$ cat src/rtl/c1_pkg.sv
// c1_pkg -- shared types for the C1 bus master.
//   c1_cmd_t   : C1 command codes as they appear on the command bus
//   c1_state_t : transaction FSM states of c1_bus_master
//   C1_RSP_CODE: command-bus value a responder drives to complete a transaction
package c1_pkg;

    typedef enum logic [2:0] {
        CMD_NOP          = 3'd0,
        CMD_READ8        = 3'd1,
        CMD_READ16       = 3'd2,
        CMD_READ32       = 3'd3,
        CMD_INV_LINE     = 3'd4,
        CMD_WRITE8       = 3'd5,
        CMD_WRITE16      = 3'd6,
        CMD_WRITE32_RESP = 3'd7
    } c1_cmd_t;

    typedef enum logic [2:0] {
        ST_IDLE  = 3'd0,
        ST_ADDR0 = 3'd1,
        ST_ADDR1 = 3'd2,
        ST_WAIT  = 3'd3,
        ST_RD_HI = 3'd4,
        ST_DONE  = 3'd5
    } c1_state_t;

    localparam logic [2:0] C1_RSP_CODE = 3'b111;

endpackage

$ cat src/rtl/c1_wait_timer.sv
// c1_wait_timer -- counts consecutive cycles with en high and flags expiry.
//   clk     : clock
//   rst_n   : synchronous active-low reset
//   en      : high while the master sits in WAIT; low clears the count
//   expired : high during the TIMEOUT_CYCLES-th consecutive enabled cycle
//             (never high when TIMEOUT_CYCLES is 0)
module c1_wait_timer #(
    parameter int TIMEOUT_CYCLES = 64
) (
    input  logic clk,
    input  logic rst_n,
    input  logic en,
    output logic expired
);

    localparam int CW = (TIMEOUT_CYCLES > 1) ? $clog2(TIMEOUT_CYCLES) : 1;
    localparam logic [CW-1:0] LAST = (TIMEOUT_CYCLES > 0) ? CW'(TIMEOUT_CYCLES - 1) : '0;

    logic [CW-1:0] cnt;

    // Count is 0 in the first enabled cycle, so expiry lands on cycle TIMEOUT_CYCLES.
    // Wrapping is harmless: the master leaves WAIT on expiry, and with the
    // timeout disabled the count is never compared.
    always_ff @(posedge clk) begin
        if (!rst_n) begin
            cnt <= '0;
        end else if (en) begin
            cnt <= cnt + CW'(1);
        end else begin
            cnt <= '0;
        end
    end

    assign expired = (TIMEOUT_CYCLES > 0) && en && (cnt == LAST);

endmodule

$ cat src/rtl/c1_bus_master.sv
// c1_bus_master -- single-outstanding request master for the C1 bus.
//   Request side : req_valid/req_ready handshake with req_cmd, req_addr, req_wdata
//   Response side: rsp_valid one-cycle pulse, rsp_rdata, rsp_err (timeout)
//   busy         : high whenever a transaction is in flight
//   C1 side      : c1_addr, c1_cmd_out/c1_cmd_oe/c1_cmd_in, c1_data_out/c1_data_oe/c1_data_in
// A transaction is ADDR0 (line address + command), ADDR1 (line offset),
// WAIT (until c1_cmd_in==3'b111 or timeout), RD_HI (second word of READ32),
// DONE (rsp_valid). NOP skips straight to DONE.
module c1_bus_master
    import c1_pkg::*;
#(
    parameter int MEM_ADDR_SIZE     = 19,
    parameter int BUS_SIZE          = 16,
    parameter int CACHE_OFFSET_SIZE = 4,
    parameter int TIMEOUT_CYCLES    = 64
) (
    input  logic                                     clk,
    input  logic                                     rst_n,
    input  logic                                     req_valid,
    output logic                                     req_ready,
    input  logic [2:0]                               req_cmd,
    input  logic [MEM_ADDR_SIZE-1:0]                 req_addr,
    input  logic [2*BUS_SIZE-1:0]                    req_wdata,
    output logic                                     rsp_valid,
    output logic [2*BUS_SIZE-1:0]                    rsp_rdata,
    output logic                                     rsp_err,
    output logic                                     busy,
    output logic [MEM_ADDR_SIZE-CACHE_OFFSET_SIZE-1:0] c1_addr,
    output logic [BUS_SIZE-1:0]                      c1_data_out,
    output logic                                     c1_data_oe,
    input  logic [BUS_SIZE-1:0]                      c1_data_in,
    output logic [2:0]                               c1_cmd_out,
    output logic                                     c1_cmd_oe,
    input  logic [2:0]                               c1_cmd_in
);

    localparam int AW = MEM_ADDR_SIZE - CACHE_OFFSET_SIZE;
    localparam int RW = 2 * BUS_SIZE;

    c1_state_t              state, state_nxt;
    c1_cmd_t                cmd_q;
    logic [MEM_ADDR_SIZE-1:0] addr_q;
    logic [RW-1:0]          wdata_q;
    logic [BUS_SIZE-1:0]    rd_lo_q;

    logic                   rsp_hit;
    logic                   tmo_expired;
    logic                   is_write;
    logic                   load_rsp;
    logic [RW-1:0]          rsp_rdata_nxt;
    logic                   rsp_err_nxt;

    // Zero-extended read result for single-word reads.
    function automatic logic [RW-1:0] read_format(input c1_cmd_t cmd,
                                                  input logic [BUS_SIZE-1:0] data);
        case (cmd)
            CMD_READ8:  return RW'(data[7:0]);
            CMD_READ16: return RW'(data);
            default:    return '0;
        endcase
    endfunction

    c1_wait_timer #(
        .TIMEOUT_CYCLES(TIMEOUT_CYCLES)
    ) u_wait_timer (
        .clk    (clk),
        .rst_n  (rst_n),
        .en     (state == ST_WAIT),
        .expired(tmo_expired)
    );

    // Only the exact code counts; X/Z compares unknown and is treated as no response.
    assign rsp_hit  = (state == ST_WAIT) && (c1_cmd_in == C1_RSP_CODE);
    assign is_write = (cmd_q == CMD_WRITE8) || (cmd_q == CMD_WRITE16) ||
                      (cmd_q == CMD_WRITE32_RESP);

    // ---- state register and response registers ----
    always_ff @(posedge clk) begin
        if (!rst_n) begin
            state     <= ST_IDLE;
            rsp_rdata <= '0;
            rsp_err   <= 1'b0;
        end else begin
            state <= state_nxt;
            if (load_rsp) begin
                rsp_rdata <= rsp_rdata_nxt;
                rsp_err   <= rsp_err_nxt;
            end
        end
    end

    // ---- transaction context (data only) ----
    always_ff @(posedge clk) begin
        if (req_valid && req_ready) begin
            cmd_q   <= c1_cmd_t'(req_cmd);
            addr_q  <= req_addr;
            wdata_q <= req_wdata;
        end
        if (rsp_hit && (cmd_q == CMD_READ32)) begin
            rd_lo_q <= c1_data_in;
        end
    end

    // ---- next state; response registers load only on entry to DONE ----
    always_comb begin
        state_nxt     = state;
        load_rsp      = 1'b0;
        rsp_rdata_nxt = '0;
        rsp_err_nxt   = 1'b0;
        case (state)
            ST_IDLE: begin
                if (req_valid) begin
                    if (req_cmd == CMD_NOP) begin
                        state_nxt = ST_DONE;
                        load_rsp  = 1'b1;
                    end else begin
                        state_nxt = ST_ADDR0;
                    end
                end
            end
            ST_ADDR0: state_nxt = ST_ADDR1;
            ST_ADDR1: state_nxt = ST_WAIT;
            ST_WAIT: begin
                // A response in the expiry cycle takes priority over the timeout.
                if (rsp_hit) begin
                    if (cmd_q == CMD_READ32) begin
                        state_nxt = ST_RD_HI;
                    end else begin
                        state_nxt     = ST_DONE;
                        load_rsp      = 1'b1;
                        rsp_rdata_nxt = read_format(cmd_q, c1_data_in);
                    end
                end else if (tmo_expired) begin
                    state_nxt   = ST_DONE;
                    load_rsp    = 1'b1;
                    rsp_err_nxt = 1'b1;
                end
            end
            ST_RD_HI: begin
                state_nxt     = ST_DONE;
                load_rsp      = 1'b1;
                rsp_rdata_nxt = {c1_data_in, rd_lo_q};
            end
            ST_DONE:  state_nxt = ST_IDLE;
            default:  state_nxt = ST_IDLE;
        endcase
    end

    // ---- bus outputs decoded from state ----
    always_comb begin
        req_ready   = (state == ST_IDLE);
        busy        = (state != ST_IDLE);
        rsp_valid   = (state == ST_DONE);
        c1_addr     = '0;
        c1_cmd_out  = 3'b000;
        c1_cmd_oe   = 1'b0;
        c1_data_out = '0;
        c1_data_oe  = 1'b0;
        case (state)
            ST_ADDR0: begin
                c1_cmd_oe  = 1'b1;
                c1_cmd_out = cmd_q;
                c1_addr    = addr_q[MEM_ADDR_SIZE-1:CACHE_OFFSET_SIZE];
            end
            ST_ADDR1: begin
                c1_cmd_oe  = 1'b1;
                c1_cmd_out = cmd_q;
                c1_addr    = AW'(addr_q[CACHE_OFFSET_SIZE-1:0]);
            end
            default: ;
        endcase
        // Write data is held from ADDR0 to the end of WAIT; WRITE32 switches
        // to its high word after ADDR0.
        if (is_write && ((state == ST_ADDR0) || (state == ST_ADDR1) || (state == ST_WAIT))) begin
            c1_data_oe = 1'b1;
            if ((cmd_q == CMD_WRITE32_RESP) && (state != ST_ADDR0)) begin
                c1_data_out = wdata_q[RW-1:BUS_SIZE];
            end else begin
                c1_data_out = wdata_q[BUS_SIZE-1:0];
            end
        end
    end

endmodule

$ cat config.mk
export PLATFORM = sky130hd
export DESIGN_NAME = c1_bus_master
export DESIGN_NICKNAME = d
export VERILOG_FILES = /design/src/rtl/c1_pkg.sv /design/src/rtl/c1_wait_timer.sv /design/src/rtl/c1_bus_master.sv
export SDC_FILE = /design/constraint.sdc
export NUM_CORES = 1
export LEC_CHECK = 0
export CORE_ASPECT_RATIO = 0.9
export CORE_MARGIN = 10
export CORE_UTILIZATION = 43
export CTS_CLUSTER_SIZE = 8
export DETAILED_ROUTE_END_ITERATION = 16
export PLACE_DENSITY = 0.86
export SYNTH_ARGS = -nofsm -noshare
export SYNTH_HDL_FRONTEND = slang
export SYNTH_SLANG_ARGS = --single-unit
$ cat constraint.sdc
create_clock -name clk -period 2.9 [get_ports clk]
set_clock_uncertainty 0.05 [all_clocks]
set_input_delay 0.29 -clock clk [delete_from_list [all_inputs] [get_ports clk]]
set_output_delay 0.29 -clock clk [all_outputs]
set_load 0.1 [all_outputs]
Figure 1. Cell outlines without signal wires (run 1).
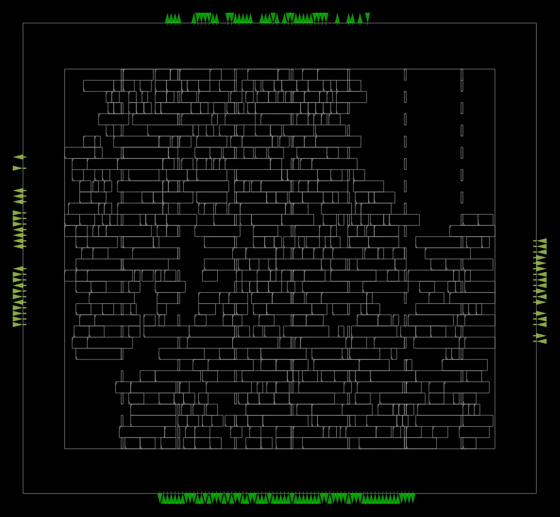
registers: 112
Cell Rows: 34
non-filler cells, final: 633

Figure 2. M1 wires (run 1).
Scale: 4 px per micron. Supply wires on this layer in gray.
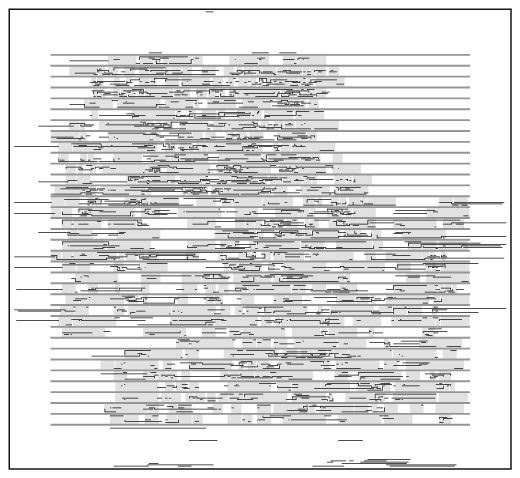
main direction = horizontal
share of all routed wire = 37%
nets with wire on the layer = 536
longest straight run = 36.3 microns
wire length on this layer = 4420 microns
via count: 3308
met1 usage: 17.3%
DRT Wirelength: 11800 microns

Figure 3. Placement by cell class (run 1).
Scale: 3 px per micron.
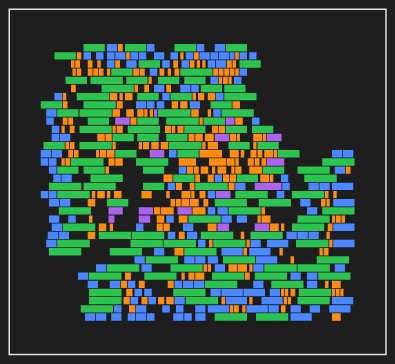
green -> flops  # cells 112
blue -> other buffers and delay cells  # cells 155
orange -> combinational and other logic  # cells 224
purple -> clock drivers and dummy loads  # cells 16

Figure 4. Cell density map (run 1).
Scale: 3 px per micron. 13 x 11 tiles, from dark blue (low) to red (high), 0 to 100% covered.
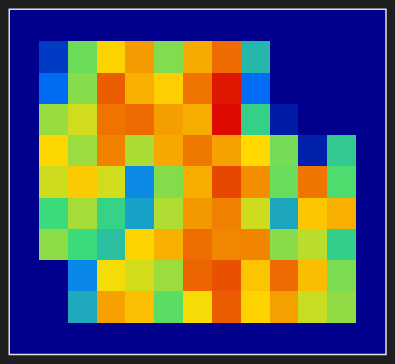
emptiest ninth of the die = north-east
tiles over 75% full = 31%
mean over tiles = 42%
nearly empty tiles = 38%
Core Region: 9700 sq um
fp util: 44.1%
Final Core Density: 63.3%

==> metrics.yaml, run 1 <==
outcome:
  status: "complete, no violations"
place:
  port_buffers: 147
  place_hpwl_microns: 8740
  place.gp.congestion: 0.804
  dp_slack_ns: 0.596
yosys:
  syn_area_sq_um: 4270
  yosys.stat.seqShare_pct: 68.9
  synth_stat.cells: 356
  synth.avg_cell_area_sq_um: 12.0
  synthCells: 356
  synth-edff-count: 70
  syn-num-nets: 433
  ys.flops: 112
  top_cells_by_area: "edfxtp_1 (49%), dfxtp_1 (20%), nand2_1 (5.9%)"
  ff_type: "edfxtp_1"
  synth_warnings: 0
  ys_chip_area_sq_um: 4270
  yosysTopAreaCell: "edfxtp_1"
  synth.top_cell.area_share_pct: 49.2
  synth_cell_type_count: 40
  synthArstFlopShare_pct: 0
setup_path:
  end_kind: "output pin"
  crit_fanout: 16
  start_kind: "flip-flop"
  startpoint: "state[0]"
  critPathRequiredTime_ns: 2.56
  critPathKind: "reg2out"
  r2r_start: "state[2]"
  critPathArrivalTime_ns: 2.33
timing:
  finalMaxSlewViolations: 0
  fin_crit_sh_pct: 92.0
  fin_ws_ns: 0.233
  worst_pin_slew_ns: 0.690
  max-slew-margin-rel_pct: 54.0
  setup_violations: 0
  hold_viol: 0
  post-route-min-period_ns: 2.67
  rsz0062_at_grt: "false"
min_path:
  hold_class: "in2reg"
  worstHoldStart: "rst_n"
cts:
  cts_buffer_depth: 2
  cts.sinks: 112
  clk_latency_ns: 0.36
  cts_root_buffer: "clkbuf_8"
  cts-htree-levels: 3
  cts_tree: "built"
  cts_resized: 0
  post_cts.repair.setup_buffers: 0
  numCtsBuffers: 9
layout:
  drive_gt1_share_pct: 22.9
  antenna_cells: 0
  fin_nets: 579
drt:
  route.antenna.remaining_nets: 0
  drtPass1Iterations: 4
  viasPerCell: 5.23
  wl_per_cell_microns: 18.6
  route.detailed.drc: 0
  drt_iter0_markers: 237
global_routing:
  grt_antenna_before_repair: 0
  grt_first_pass_wirelength_microns: 18300
  grtUsageMet2_pct: 30.2
  grt_usage_pct: 16.0
  overflow: 0
  grt_util_met3_pct: 4.03
  grt_pass1_vias: 3278
  grt_max_degree: 55
  busiest_layer: "met2"
pwr:
  p_per_area_nw_per_um2: 638
  ir_worst_vdd_mv: 0.415
  p_leak_nw: 2.26
floorplanning:
  die_w_microns: 125
  die-area_sq_um: 14300
  io_pins: 148
  fp.dieH_microns: 115
job:
  tool_warnings: 27
  maxCapViolations: 0
[run 1: report_power, final]
group | internal [W] | switching [W]
sequential | 0.00181 | 0.0000429
clock | 0.000386 | 0.000550
combinational | 0.000313 | 0.000814
[run 1: final cells by class]
class | count | area (sq um)
Sequential cell | 112 | 2940
Inverter | 5 | 22.5
Fill cell | 731 | 3560
Clock buffer | 10 | 149
Clock inverter | 6 | 57.6
Multi-Input combinational cell | 219 | 1250
Tap cell | 126 | 158
Timing Repair Buffer | 155 | 1560
[run 1: worst max-delay path, stage by stage (launching register included)]
cell	delay, ns
dfxtp_1	0.45
nor3b_2	0.20
buf_4	0.19
or3b_1	0.50
nand2_1	0.14
a21oi_1	0.27
buf_12	0.21
[run 1: cell families after synthesis]
logic type,count (synthesis),share of synthesized area [%]
and+or+nand+nor,134,15.9
DFF,112,68.9
AOI/OAI and AO/OA,79,11.2
buffers and inverters,25,2.69
xor gates and xnor gates,5,1.03
adders and majority gates,1,0.293
[run 1: synthesized netlist by cell type, types with 2 or more instances]
master and number:
a21oi_1 18, a22oi_1 20, and2_1 17, and3_1 2, and3b_1 2, buf_2 7
clkbuf_1 10, dfxtp_1 42, edfxtp_1 70, inv_1 4, nand2_1 67, nand3_1 20
nor2_1 10, nor2b_1 3, nor3b_2 2, o21ai_0 6, o21ai_1 14, o22ai_1 17
xnor2_1 2, xor2_1 3
[run 1: stage by stage]
stage	total power, W	std cells	TNS, ns	instance area [sq um]
3_3_place_gp	0.00301	617	0	5940
3_5_place_dp	0.00303	617	0	5940
2_1_floorplan	0.00265	356	-0.0506	4310
5_1_grt	0.00407	633	0	6140
4_1_cts	0.00396	633	0	6140
6_report	0.00392	633	0	6140
[run 1: sequential cells by signal, indices dropped and copies added, names as in the netlist]
name and flops:
rsp_rdata 32, u_wait_timer.cnt 6, rsp_err 1, cmd_q 3
addr_q 19, wdata_q 32, state 3, rd_lo_q 16
[run 1: layer usage]
layer	part of all wire (%)	vias up	wire, microns
li1	-	1571	-
met4	1.2	0	140
met3	4.7	11	559
met1	37	1632	4420
met5	0	-	0
met2	57	94	6680
[run 1: cell usage in the layout (no fill, tap or decap), types with 3 or more instances in the layout]
cell / count
inv_1: 3
buf_12: 17
nand2_1: 67
clkdlybuf4s50_1: 74
buf_4: 63
dfxtp_1: 42
o21ai_1: 14
o22ai_1: 17
clkbuf_8: 9
xor2_1: 3
edfxtp_1: 70
and2_1: 16
o21ai_0: 6
a21oi_2: 8
nor2_1: 10
a22oi_1: 20
a21oi_1: 10
nor2b_1: 3
nand3_1: 20
[run 1: worst paths after layout]
| check | endpoint | slack (ns) | cells after the start |
|---|---|---|---|
| max | c1_data_out[3] | 0.23 | 6 |
| max reg2reg | wdata_q[30] | 0.75 | 4 |
| min | state[2] | 0.38 | 3 |
| min reg2reg | rsp_rdata[21] | 0.41 | 2 |
Figure 5. Port wiring (run 1).
Scale: 2 px per micron.
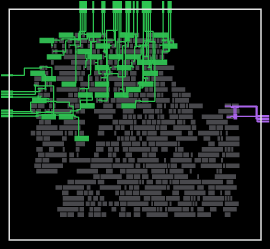

==> run 2, diff against run 1 <==
Settings changed: CORE_ASPECT_RATIO 0.9 to default.
Figure 6. Port wiring (run 2).
Scale: 2 px per micron.
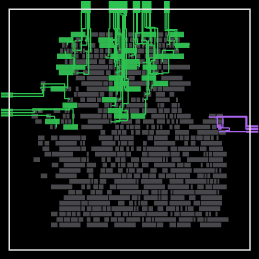
green -> rsp_rdata  # bits 32, direction output, end cells 32, buffers 32, wire 1330 microns
purple -> c1_cmd_in  # bits 3, direction input, end cells 1, buffers 3, wire 80.9 microns
num ports: 148
port bufs: 147

==> metrics.yaml, run 2 <==
outcome:
  status: "complete, no violations"
yosys:
  syn_area_sq_um: 4270
  top_cells_by_area: "edfxtp_1 (49%), dfxtp_1 (20%), nand2_1 (5.9%)"
  synth-edff-count: 70
  yosysMostFrequentCell: "edfxtp_1"
  synth_cell_type_count: 40
  ys.flops: 112
  top_cells_by_count: "edfxtp_1 (70), nand2_1 (67), dfxtp_1 (42)"
  ys_chip_area_sq_um: 4270
  yosysTopAreaCell: "edfxtp_1"
  synth.avg_cell_area_sq_um: 12.0
  synth_warnings: 0
  ff_type: "edfxtp_1"
  synth_stat.cells: 356
  synthArstFlopShare_pct: 0
  synthCells: 356
cts:
  numCtsBuffers: 9
  clk_latency_ns: 0.37
  cts_tree: "built"
  cts_root_buffer: "clkbuf_8"
  cts-htree-levels: 3
  cts_resized: 0
  clk_pin_slew_ns: 0.09
global_routing:
  overflow: 0
  grt_max_degree: 55
  grt_pass1_vias: 3311
  grt_usage_pct: 15.9
  grt_antenna_before_repair: 0
  grt_first_pass_wirelength_microns: 17900
setup_path:
  max_stage_delay_ns: 0.50
  critPathArrivalTime_ns: 2.35
  start_kind: "flip-flop"
  critPathKind: "reg2out"
  critPathRequiredTime_ns: 2.56
  crit_chain: "nor3b_2, buf_4, or3b_1, nand2_1, a21oi_1, buf_12"
  crit_fanout: 16
  slowest_stage: "or3b_1"
  end_kind: "output pin"
timing:
  hold_viol: 0
  max-slew-margin-rel_pct: 42.0
  rsz0062_at_grt: "false"
  worst_pin_slew_ns: 0.870
  setup_violations: 0
  fin_crit_sh_pct: 92.8
  post-route-min-period_ns: 2.69
drt:
  dr_total_vias: 3299
  wl_microns: 11700
  viasPerCell: 5.15
  route.antenna.remaining_nets: 0
  drtPass1Iterations: 5
  wl_per_cell_microns: 18.3
  drt_iter0_markers: 264
floorplanning:
  fp.dieH_microns: 120
  die_w_microns: 120
  std_cell_rows: 36
  initCoreUtil_pct: 43.9
  die-area_sq_um: 14300
layout:
  lay_top_count: "clkdlybuf4s50_1"
  fin_nets: 580
  fillerInstances: 743
  final_core_util_pct: 63.5
  postLayoutCellArea_sq_um: 6170
  drive_gt1_share_pct: 22.6
  lay_top_cells: "clkdlybuf4s50_1 (74), edfxtp_1 (70), nand2_1 (67)"
  reg.largest.list: "rsp_rdata x32, wdata_q x32, addr_q x19"
min_path:
  hold_class: "in2reg"
place:
  place_hpwl_microns: 8930
  place.gp.congestion: 0.799
  place_area_sq_um: 5950
job:
  tool_warnings: 27
  maxCapViolations: 0
pwr:
  ir_worst_vdd_mv: 0.319
  p_leak_nw: 2.27
  p_per_area_nw_per_um2: 649
==> run 2: cell counts after synthesis <==
Identical to the previous run, type by type.
==> run 2: cell families after synthesis <==
family	after synthesis	synth area share [%]
AND/OR/NAND/NOR	134	15.9
flip-flops	112	68.9
AND-OR/OR-AND	79	11.2
buffers and inverters	25	2.69
XOR/XNOR	5	1.03
adder cells (fa/ha/maj)	1	0.293
==> run 2: through the flow <==
step                TNS (ns)  instances  worst slack, ns  power, W
finish                     0        641            0.209   0.00401
global route               0        641           0.0615   0.00413
CTS                        0        641            0.185   0.00403
detailed placement         0        625            0.612   0.00303
global placement           0        625            0.718   0.00301
floorplan            -0.0506        356          -0.0253   0.00265
==> run 2: layout make-up <==
type / instances / area [sq um] / share of cell area, %
Timing Repair Buffer: 156 / 1570 / 25.4
Clock buffer: 13 / 159 / 2.57
Sequential cell: 112 / 2940 / 47.7
Multi-Input combinational cell: 219 / 1250 / 20.3
Clock inverter: 3 / 63.8 / 1.03
Tap cell: 133 / 166 / 2.70
Inverter: 5 / 22.5 / 0.365
==> run 2: worst paths after layout <==
check                                    from        endpoint  slack (ns)  cells after the start
worst min register to register  rsp_rdata[18]   rsp_rdata[18]        0.41                      2
worst max register to register       state[2]      wdata_q[2]        0.85                      4
worst min-delay path                    rst_n   rsp_rdata[28]        0.28                      3
worst max-delay path                 state[0]  c1_data_out[8]        0.21                      6
==> run 2: per-layer routing <==
layer | share of wire (%) | track usage [%] | vias up
met5 | 0 | 0 | -
met4 | 3.0 | 8.75 | 0
met3 | 5.8 | 3.42 | 21
met2 | 54 | 28.8 | 102
met1 | 37 | 16.9 | 1596
li1 | - | - | 1580
==> run 2: where the power goes <==
| group | switching (W) | leakage (nW) | internal (W) |
|---|---|---|---|
| registers | 0.0000427 | 0.996 | 0.00181 |
| clock network | 0.000494 | 0.111 | 0.000532 |
| logic | 0.000813 | 1.16 | 0.000314 |
| total | 0.00135 | 2.27 | 0.00266 |
==> run 2: worst max-delay path: cells and delay by family (launching register included) <==
family	cells	cell delay, ns
and+or+nand+nor	3	0.83
DFF	1	0.45
buffers and inverters	2	0.40
AOI/OAI and AO/OA	1	0.28
Figure 7. M1 wires (run 2).
Scale: 4 px per micron. Supply wires on this layer in gray.
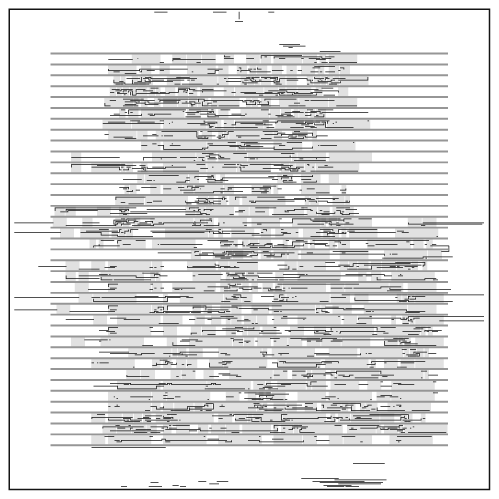

==> run 3, diff against run 2 <==
Settings changed: CTS_BUF_LIST from default to sky130_fd_sc_hd__clkbuf_8.
Figure 8. M1 wires (run 3).
Scale: 4 px per micron. Supply wires on this layer in gray.
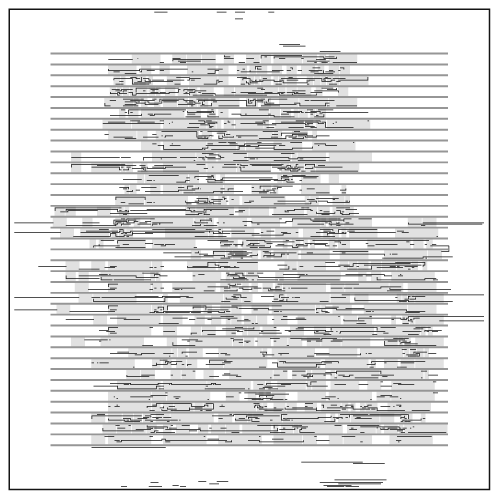
main direction = horizontal
nets with wire on the layer = 532
wire length on this layer = 4420 microns
longest straight run = 35.4 microns
share of all routed wire = 38%

==> metrics.yaml, run 3 <==
timing:
  worst_pin_slew_ns: 0.872
  setup_violations: 0
  max-slew-margin-rel_pct: 41.9
  rsz0062_at_grt: "false"
  post-route-min-period_ns: 2.69
  finalMaxSlewViolations: 0
  hold_viol: 0
  fin_hold_ws_ns: 0.282
  fin_crit_sh_pct: 92.9
  clock.fmax_mhz: 371
global_routing:
  grt_first_pass_wirelength_microns: 17900
  overflow: 0
  grt_pass1_vias: 3312
  grt_max_degree: 55
  grt_usage_pct: 15.9
  grt_antenna_before_repair: 0
cts:
  cts_tree: "built"
  cts_buffer_depth: 2
  cts_root_buffer: "clkbuf_8"
  cts.sinks: 112
  clk_pin_slew_ns: 0.09
  clk_latency_ns: 0.37
  cts_resized: 0
  numCtsBuffers: 9
  cts-htree-levels: 3
  post_cts.repair.setup_buffers: 0
  ctsHoldBuffers: 0
yosys:
  synth_stat.cells: 356
  syn_area_sq_um: 4270
  synth-edff-count: 70
  ff_type: "edfxtp_1"
  synth_cell_type_count: 40
  synth_warnings: 0
  yosysTopAreaCell: "edfxtp_1"
  synth.top_cell.area_share_pct: 49.2
  synth.avg_cell_area_sq_um: 12.0
  synthArstFlopShare_pct: 0
  yosys.stat.seqShare_pct: 68.9
  synthCells: 356
  ys.flops: 112
  top_cells_by_count: "edfxtp_1 (70), nand2_1 (67), dfxtp_1 (42)"
  syn-num-nets: 433
  top_cells_by_area: "edfxtp_1 (49%), dfxtp_1 (20%), nand2_1 (5.9%)"
  yosysMostFrequentCell: "edfxtp_1"
  ys_chip_area_sq_um: 4270
job:
  maxCapViolations: 0
  tool_warnings: 27
layout:
  antenna_cells: 0
  drive_gt1_share_pct: 22.6
  fin_nets: 580
  fillerInstances: 743
  lay_top_count: "clkdlybuf4s50_1"
  syn_to_final_growth_pct: 44.5
  fin_cells: 641
  reg.largest.list: "rsp_rdata x32, wdata_q x32, addr_q x19"
  lay_top_cells: "clkdlybuf4s50_1 (74), edfxtp_1 (70), nand2_1 (67)"
setup_path:
  r2r_cells: 4
  critPathRequiredTime_ns: 2.56
  critPathKind: "reg2out"
  r2r_start: "state[2]"
  start_kind: "flip-flop"
  slowest_stage: "or3b_1"
  crit_fanout: 16
  max_stage_delay_ns: 0.50
  end_kind: "output pin"
  regToRegEndpoint: "wdata_q[2]"
  r2r_setup_slack_ns: 0.85
  timing.critical_path.to: "c1_data_out[8]"
  critPathArrivalTime_ns: 2.35
  crit_chain: "nor3b_2, buf_4, or3b_1, nand2_1, a21oi_1, buf_12"
  startpoint: "state[0]"
drt:
  viasPerCell: 5.19
  wl_per_cell_microns: 18.3
  drtPass1Iterations: 5
  route.antenna.remaining_nets: 0
  wl_microns: 11800
  route.detailed.drc: 0
  drt_iter0_markers: 274
  dr_total_vias: 3328
pwr:
  ir_worst_vdd_mv: 0.319
  p_per_area_nw_per_um2: 648
  p_leak_nw: 2.28
min_path:
  hold_class: "in2reg"
floorplanning:
  fp.dieH_microns: 120
  core_area_sq_um: 9730
  die-area_sq_um: 14300
  io_pins: 148
  die_w_microns: 120
  std_cell_rows: 36
  initCoreUtil_pct: 43.9
place:
  place.gp.congestion: 0.799
  dp_cells: 625
  place_hpwl_microns: 8930
  port_buffers: 147
outcome:
  status: "complete, no violations"
## run 3: cell counts after synthesis
No cell type changed its count.
## run 3: worst max-delay path: cells and delay by family (launching register included)
family	cells	cell delay [ns]
AND-OR/OR-AND	1	0.28
buffers and inverters	2	0.40
flip-flops	1	0.45
AND/OR/NAND/NOR	3	0.84
## run 3: cells by family (layout without fill, tap and decap cells)
kind of cell / Yosys count / after routing / synth area share (%)
XOR/XNOR: 5 / 5 / 1.03
flip-flops: 112 / 112 / 68.9
AND/OR/NAND/NOR: 134 / 134 / 15.9
buffers and inverters: 25 / 177 / 2.69
AND-OR/OR-AND: 79 / 79 / 11.2
adder cells (fa/ha/maj): 1 / 1 / 0.293
## run 3: area by class of cell
cell class / count / area, sq um / share of cell area (%)
Clock buffer: 11 / 151 / 2.45
Clock inverter: 5 / 71.3 / 1.16
Inverter: 5 / 22.5 / 0.365
Multi-Input combinational cell: 219 / 1250 / 20.3
Sequential cell: 112 / 2940 / 47.7
Tap cell: 133 / 166 / 2.70
Timing Repair Buffer: 156 / 1570 / 25.4
## run 3: power breakdown
group          total (W)  switching [W]  internal [W]
registers        0.00186      0.0000428       0.00181
logic            0.00113       0.000813      0.000314
clock network    0.00102       0.000490      0.000525
total            0.00400        0.00135       0.00265
## run 3: routing by layer
| metal | track usage [%] | wire length, microns |
|---|---|---|
| met3 | 3.42 | 657 |
| met1 | 16.9 | 4420 |
| met5 | 0 | 0 |
| met4 | 8.75 | 413 |
| met2 | 28.8 | 6260 |
## run 3: how the worst min path moves through the flow
stage,depth (start not counted),endpoint,slack [ns],from
CTS,3,rsp_rdata[28],0.27,rst_n
global route,2,state[1],0.29,rst_n
floorplan,0,addr_q[0],0.34,req_addr[0]
finish,3,rsp_rdata[28],0.28,rst_n
global placement,2,rsp_rdata[17],0.39,rsp_rdata[17]
detailed placement,2,rsp_rdata[22],0.39,rsp_rdata[22]
## run 3: stage by stage
| step | util, % | area (sq um) | TNS (ns) | worst slack (ns) | total power (W) |
|---|---|---|---|---|---|
| detailed placement | 61.2 | 5950 | 0 | 0.612 | 0.00303 |
| CTS | 63.5 | 6170 | 0 | 0.185 | 0.00402 |
| finish | 63.5 | 6170 | 0 | 0.207 | 0.00400 |
| global route | 63.5 | 6170 | 0 | 0.0614 | 0.00412 |
| floorplan | - | 4310 | -0.0506 | -0.0253 | 0.00265 |
| global placement | 61.2 | 5950 | 0 | 0.718 | 0.00301 |
Power is estimated from default activity; no workload was simulated.
